==> config.mk <==
export PLATFORM = sky130hd
export DESIGN_NAME = uart_cmd_parse
export DESIGN_NICKNAME = d
export VERILOG_FILES = /design/src/rtl/uart_cmd_parse_pkg.sv /design/src/rtl/uart_cmd_parse_hex_dec.sv /design/src/rtl/uart_cmd_parse.sv
export SDC_FILE = /design/constraint.sdc
export NUM_CORES = 1
export LEC_CHECK = 0
export CORE_UTILIZATION = 41
export CTS_CLUSTER_SIZE = 20
export DETAILED_ROUTE_END_ITERATION = 8
export REMOVE_ABC_BUFFERS = 1
export SLEW_MARGIN = 25
export SYNTH_ARGS = -nofsm -noshare
export SYNTH_HDL_FRONTEND = slang
export SYNTH_HIERARCHICAL = 1
export SYNTH_SLANG_ARGS = --single-unit
==> constraint.sdc <==
create_clock -name clk_rx -period 4.23 [get_ports clk_rx]
set_clock_uncertainty 0.1 [all_clocks]
set_input_delay 0.846 -clock clk_rx [delete_from_list [all_inputs] [get_ports clk_rx]]
set_output_delay 0.846 -clock clk_rx [all_outputs]
set_load 0.1 [all_outputs]
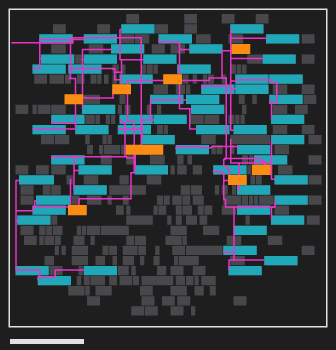
run_1/clk_routes.png
The bar under the picture is 20 um long.
Key: clock drivers = orange [count 9]; flip-flops = cyan [count 60]; clock wires = magenta [length 781 um]
There are 10 routed clock nets.
Clk. pwr: 499 uW
clock share of power: 0.351
Late-Pin Clk Latency: 0.33 ns

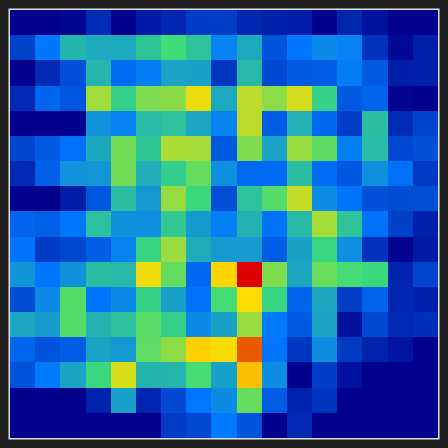
run_1/metal_density.png
17 x 17 tiles, from dark blue (low) to red (high), scaled to the fullest tile. Values are wire area over tile area, all layers added.
15% of the tiles are over half the peak. 14% of the tiles are nearly empty. The fullest tile reaches 0.41. The densest ninth of the die: centre. The emptiest ninth of the die: lower right.
WL/cell: 13.7 um
via count: 1946
gr usage total: 0.166
total wire length: 5.23 mm

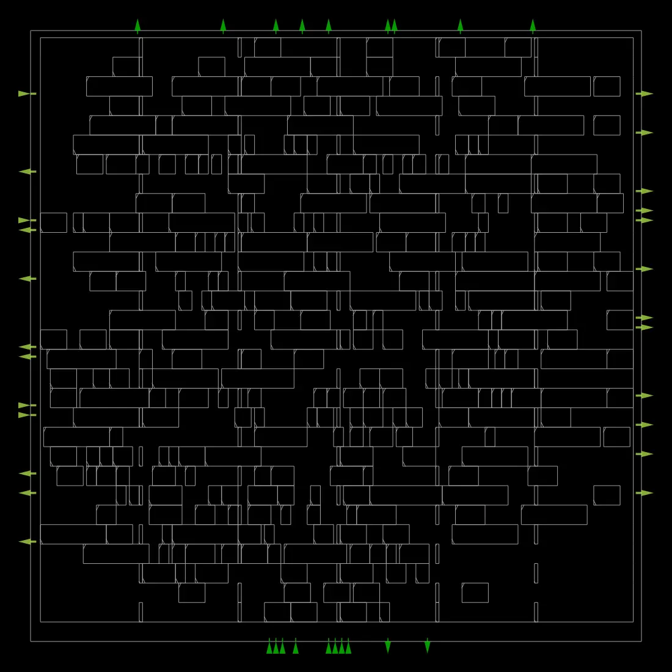
run_1/placement.png
cell row count: 30
non-filler cells, final: 383
core area: 6760 sq um
fraction of area in registers: 0.421

==> metrics.yaml, run 1 <==
pwr-share-seq: 0.454
synth-simple-area-share: 0.167
die_area_sq_um: 7280
worst-r2r-setup-slack_ns: 2.16
fp_util: 0.421
top_area_frac: 0.510
synth_area_per_cell_sq_um: 11.4
finalNetCount: 320
fin_crit_sh: 0.758
logic_area_sq_um: 1260
power.density_cell_area_nw_per_um2: 399
async_flop_share: 1.00
ys.warnings.count: 6
r2r_cells: 7
topCellsByArea: "dfrtp_1 51%, mux2_2 13%, nand2_1 5.7%"
p_comb_frac: 0.195
grt_pass1_vias: 1969
worst_hold_path_type: "flip-flop to flip-flop"
cts_resized: 0
worst_slew_pin_slew_ns: 0.972
grt_overflow: 0
aoi_share: 0.0941
viasPerCell: 5.08
finalWeightedCongestion: 0.813
irDropWorstVdd_v: 0.000294
port_buffers: 41
yosys_area_sq_um: 2850
crit_cells: 10
fmaxAchievable_mhz: 312
cp_data_arrival_time_ns: 3.37
cts_setup_buffers: 0
lay_top_cells: "58 x dfrtp_1, 43 x nand2_1, 41 x clkdlybuf4s50_1"
rsz0062_at_grt: "false"
fillers: 623
wl_met2_mm: 2.32
finalCriticalPeriod_ns: 3.21
finalSetupTns_ns: 0
final_common_cell: "dfrtp_1"
antenna_cells: 0
maxSlewViolCount: 0
crit_path_end_kind: "flip-flop"
syn_inst: 249
crit_buf_inv: 2
antenna_found_initial: 0
clk_path_buf_depth: 2
dieHeight_um: 85.3
grt_first_pass_wirelength_mm: 9.29
drt_iter0_drc: 125
cts_sinks: 60
dp_hpwl_mm: 3.54
firstDrtPassIters: 4
cp.required_ns: 4.40
cts_root_buf: "clkbuf_8"
swShare: 0.291
topRoutingLayerUsed: "met4"
mux_area_frac: 0.134
yosysUniqueCellTypes: 50
met1_length_mm: 2.67
drive_above_1_share: 0.228
ios: 43
hold_depth: 1
xor_share: 0.00308
hold_buffers: 0
tool_warnings: 31
met3_length_um: 158
drc: 0
numCtsBuffers: 9
cp-start-kind: "input pin"
cpMaxStageDelayCell: "clkdlybuf4s50_1"
slowest_delay_ns: 0.62
grt_max_degree: 43
dpl_cell_area_sq_um: 3380
cap_violations: 0
run_status: "completed"
h-tree-depth: 3
ant_nets: 0
syn-cell-area_sq_um: 2850
synthFlopType: "dfrtp_1"
p_leak_nw: 1.61
crit_type: "input pin to flip-flop"
synth_flops: 60
p_total_mw: 1.42
yosysTopAreaCell: "dfrtp_1"
p_sw_uw: 415
final_area_sq_um: 3570
synth-adder-area-share: 0.0396
## run 1: synth_stat cells, types with 3 or more instances
library cell  number
inv_1             10
mux2_2            32
clkbuf_1           3
o21ai_1            4
nand3_1            4
a21oi_1            6
ha_1               9
buf_2              3
nor2_1             8
o21ai_0           17
nand2b_1           5
nand2_1           43
nor2b_1            3
dfrtp_1           58
## run 1: metrics by stage
step	util	hold WS [ns]	instances	worst slack, ns
6_report	0.528	0.374	383	1.02
5_1_grt	0.528	0.392	383	0.750
4_1_cts	0.528	0.373	383	1.04
3_5_place_dp	0.500	0.347	368	0.681
3_3_place_gp	0.500	0.346	368	0.749
2_1_floorplan	-	0.328	240	0.491
## run 1: logic make-up after synthesis
| group | after synthesis |
|---|---|
| buf+inv | 19 |
| xor+xnor | 1 |
| flops | 60 |
| compound gates | 42 |
| other cells | 1 |
| mux | 34 |
| fa+ha+maj | 9 |
| simple gates | 83 |
## run 1: metal layers
layer / up-vias / global-route usage
li1: 964 / -
met1: 941 / 0.225
met2: 33 / 0.251
met3: 8 / 0.0457
met4: 0 / 0.0682
met5: - / 0
## run 1: power by group through the flow
stage	sequential, mW	clock, mW	combinational, mW
6_report	0.646	0.499	0.277
5_1_grt	0.653	0.539	0.303
4_1_cts	0.646	0.514	0.279
3_5_place_dp	0.657	0	0.278
3_3_place_gp	0.656	0	0.277
2_1_floorplan	0.724	0	0.134
## run 1: area by class of cell
| cell class | instances | share of cell area |
|---|---|---|
| Clock buffer | 10 | 0.0386 |
| Clock inverter | 5 | 0.0147 |
| Inverter | 10 | 0.0105 |
| Multi-Input combinational cell | 170 | 0.353 |
| Sequential cell | 60 | 0.421 |
| Tap cell | 80 | 0.0281 |
| Timing Repair Buffer | 48 | 0.133 |
run_1/flops_by_reg.png
The bar under the picture is 20 um long.
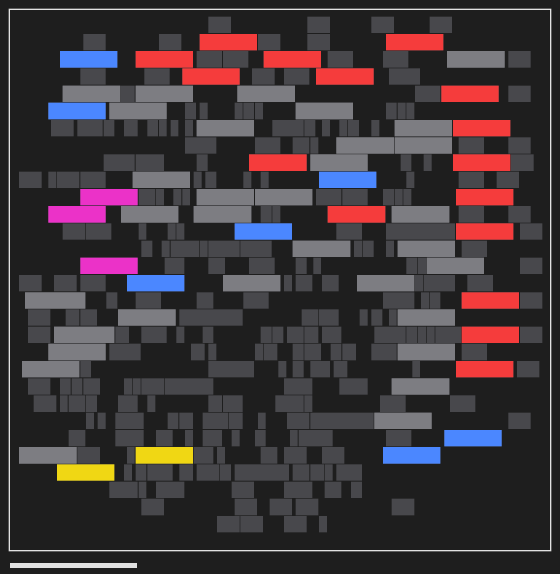

==> run 1 -> run 2 <==
==> constraint.sdc (replaced) <==
create_clock -name clk_rx -period 3.2 [get_ports clk_rx]
set_clock_uncertainty 0.1 [all_clocks]
set_input_delay 0.64 -clock clk_rx [delete_from_list [all_inputs] [get_ports clk_rx]]
set_output_delay 0.64 -clock clk_rx [all_outputs]
set_load 0.1 [all_outputs]
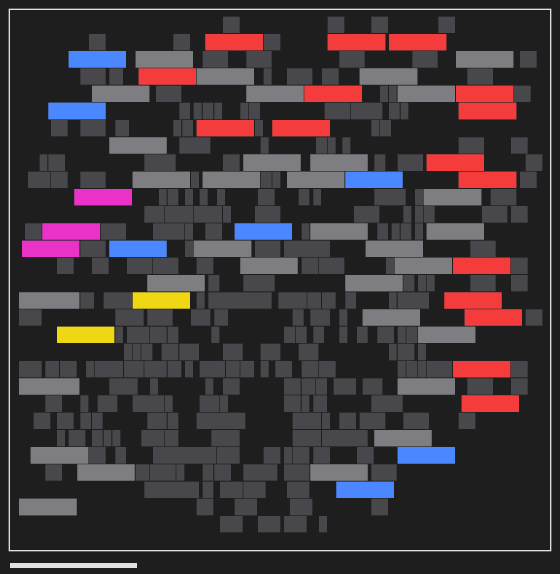
run_2/flops_by_reg.png
The bar under the picture is 20 um long.
Key: cmd_arg = red [placed flops 16]; cmd_code = blue [placed flops 7]; cmd_nargs = magenta [placed flops 3]; state = yellow [placed flops 2]
Another 32 sequential cells are not coloured.
Layout Utilization: 0.528
Reg area: 1500 sq um

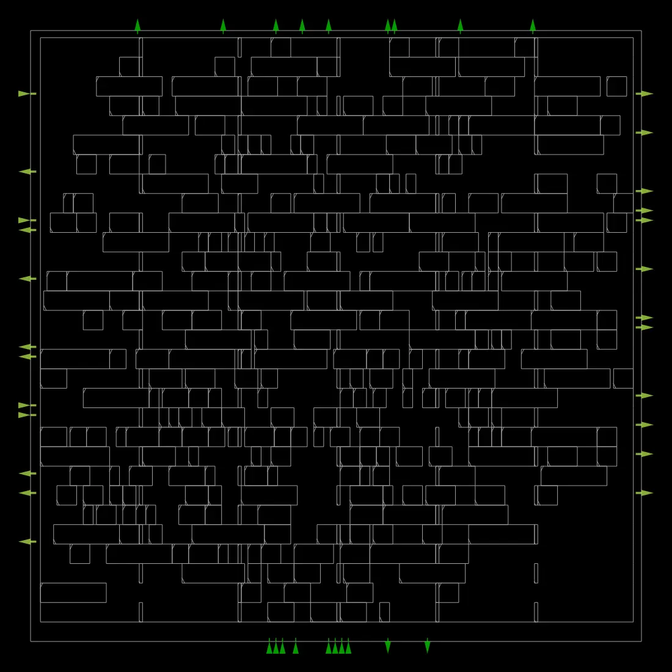
run_2/placement.png
non-filler cells, final: 394
fraction of area in registers: 0.422

==> run 2 against run 1 <==
Register-to-register slack got worse by 1.0 ns. Clock-buffer cell count down 1. Via count up 2.5%. Cell count up 2.9%. Combinational power grew 33%. Critical path depth grew 1. Worst hold slack got worse by 0.0072 ns. Sequential share of layout area hardly changed. Wire length increased by 2.3%. Global-route usage grew 0.091 points. Area after synthesis unchanged. Critical endpoint is now state[0]. Largest power group unchanged.
==> metrics.yaml, run 2 <==
worst-r2r-setup-slack_ns: 1.16
finalCriticalPeriod_ns: 2.84
yosysUniqueCellTypes: 50
top_area_frac: 0.510
aoi_share: 0.0941
clockPowerShare: 0.330
hold_buffers: 0
grt_pass1_vias: 2007
h-tree-depth: 3
yosys_area_sq_um: 2850
crit_type: "input pin to flip-flop"
synth-simple-area-share: 0.167
synthFlopType: "dfrtp_1"
antenna_cells: 0
dp.cells: 378
worst_hold_path_type: "flip-flop to flip-flop"
core_sq_um: 6760
fillers: 613
ios: 43
async_flop_share: 1.00
pwr-share-seq: 0.469
crit_path_end_kind: "flip-flop"
pg_clk_uw: 602
rows: 30
p_sw_uw: 581
ys_seq_frac: 0.528
power.density_cell_area_nw_per_um2: 512
mux_area_frac: 0.134
synth_area_per_cell_sq_um: 11.4
dieHeight_um: 85.3
p_comb_frac: 0.202
port_buffers: 41
tool_warnings: 31
cts_sinks: 60
ant_nets: 0
p_leak_nw: 1.71
powerComb_uw: 368
cts_setup_buffers: 0
cp_data_arrival_time_ns: 2.96
viasPerCell: 5.06
die_area_sq_um: 7280
grt_overflow: 0
syn_inst: 249
seq_power_uw: 856
firstDrtPassIters: 4
top_cells_by_count: "58 x dfrtp_1, 43 x nand2_1, 32 x mux2_2, 17 x o21ai_0, 10 x inv_1"
syn-cell-area_sq_um: 2850
fp_util: 0.421
run_status: "completed"
r2r_cells: 7
irDropWorstVdd_v: 0.000582
dp_hpwl_mm: 3.71
num_vias: 1994
fmaxAchievable_mhz: 352
fin_crit_sh: 0.888
yosysTopAreaCell: "dfrtp_1"
xor_share: 0.00308
ys.warnings.count: 6
grt_first_pass_wirelength_mm: 9.35
cap_violations: 0
grt_use_total: 0.166
cts_tree: "yes"
numCtsBuffers: 9
worst_slew_pin_slew_ns: 0.748
finalWeightedCongestion: 0.856
top_cell: "dfrtp_1"
logic_area_sq_um: 1260
final_common_cell: "dfrtp_1"
wl_per_cell_um: 13.6
setup_viol: 0
maxSlewViolCount: 0
clk_path_buf_depth: 2
crit_chain: "clkdlybuf4s50_1 -> inv_1 -> ha_1 -> o21bai_1 -> a21o_2 -> nand2_1 -> nor4b_1 -> o2111a_1 -> o22ai_1 -> a21oi_1 -> mux2_2"
grt_max_degree: 61
wl_mm: 5.35
synth_flops: 60
lay_top_cells: "58 x dfrtp_1, 45 x buf_4, 43 x nand2_1"
slowest_delay_ns: 0.53
clock_latency_ns: 0.34
drive_above_1_share: 0.350
finalNetCount: 330
cpMaxStageDelayCell: "clkdlybuf4s50_1"
drc: 0
swShare: 0.318
cts_resized: 0
top_power_group: "registers"
hold_depth: 1
antenna_found_initial: 0
synth-adder-area-share: 0.0396
cts_root_buf: "clkbuf_8"
run 2: cell types whose count changed in the layout (fill, tap and decap cells not counted):
cell	previous run	this run
buf_12	1	2
buf_4	6	45
clkbuf_8	10	9
clkinv_2	3	2
clkinv_4	0	3
clkdlybuf4s50_1	41	11
inv_6	0	1
bufinv_16	1	0
run 2: per-stage QoR:
| stage | util | hold WS (ns) | setup WS, ns | setup TNS, ns | cell area, sq um |
|---|---|---|---|---|---|
| floorplan | - | 0.328 | -0.333 | -4.37 | 2790 |
| CTS | 0.528 | 0.372 | 0.364 | 0 | 3570 |
| global placement | 0.502 | 0.348 | 0.0610 | 0 | 3390 |
| global route | 0.528 | 0.379 | 0.108 | 0 | 3570 |
| finish | 0.528 | 0.366 | 0.357 | 0 | 3570 |
| detailed placement | 0.502 | 0.351 | -0.00152 | -0.00152 | 3390 |
run 2: layout make-up:
| cell class | count | area share |
|---|---|---|
| Inverter | 10 | 0.0105 |
| Sequential cell | 60 | 0.422 |
| Timing Repair Buffer | 58 | 0.137 |
| Clock buffer | 9 | 0.0347 |
| Multi-Input combinational cell | 170 | 0.354 |
| Tap cell | 80 | 0.0281 |
| Clock inverter | 7 | 0.0147 |
run 2: worst max-delay path: cells and delay by family:
family	cells	cell delay, ns
AND-OR/OR-AND	5	0.81
buffers and inverters	2	0.60
multiplexers	1	0.35
AND/OR/NAND/NOR	2	0.34
adder cells (fa/ha/maj)	1	0.22
run 2: layer usage:
metal	track usage	routed length [um]	up-vias
li1	-	-	986
met1	0.217	2630	959
met2	0.254	2410	37
met3	0.0447	199	12
met4	0.0894	112	0
met5	0	0	-
No activity file was given, so power comes from the tool's default toggle rates.
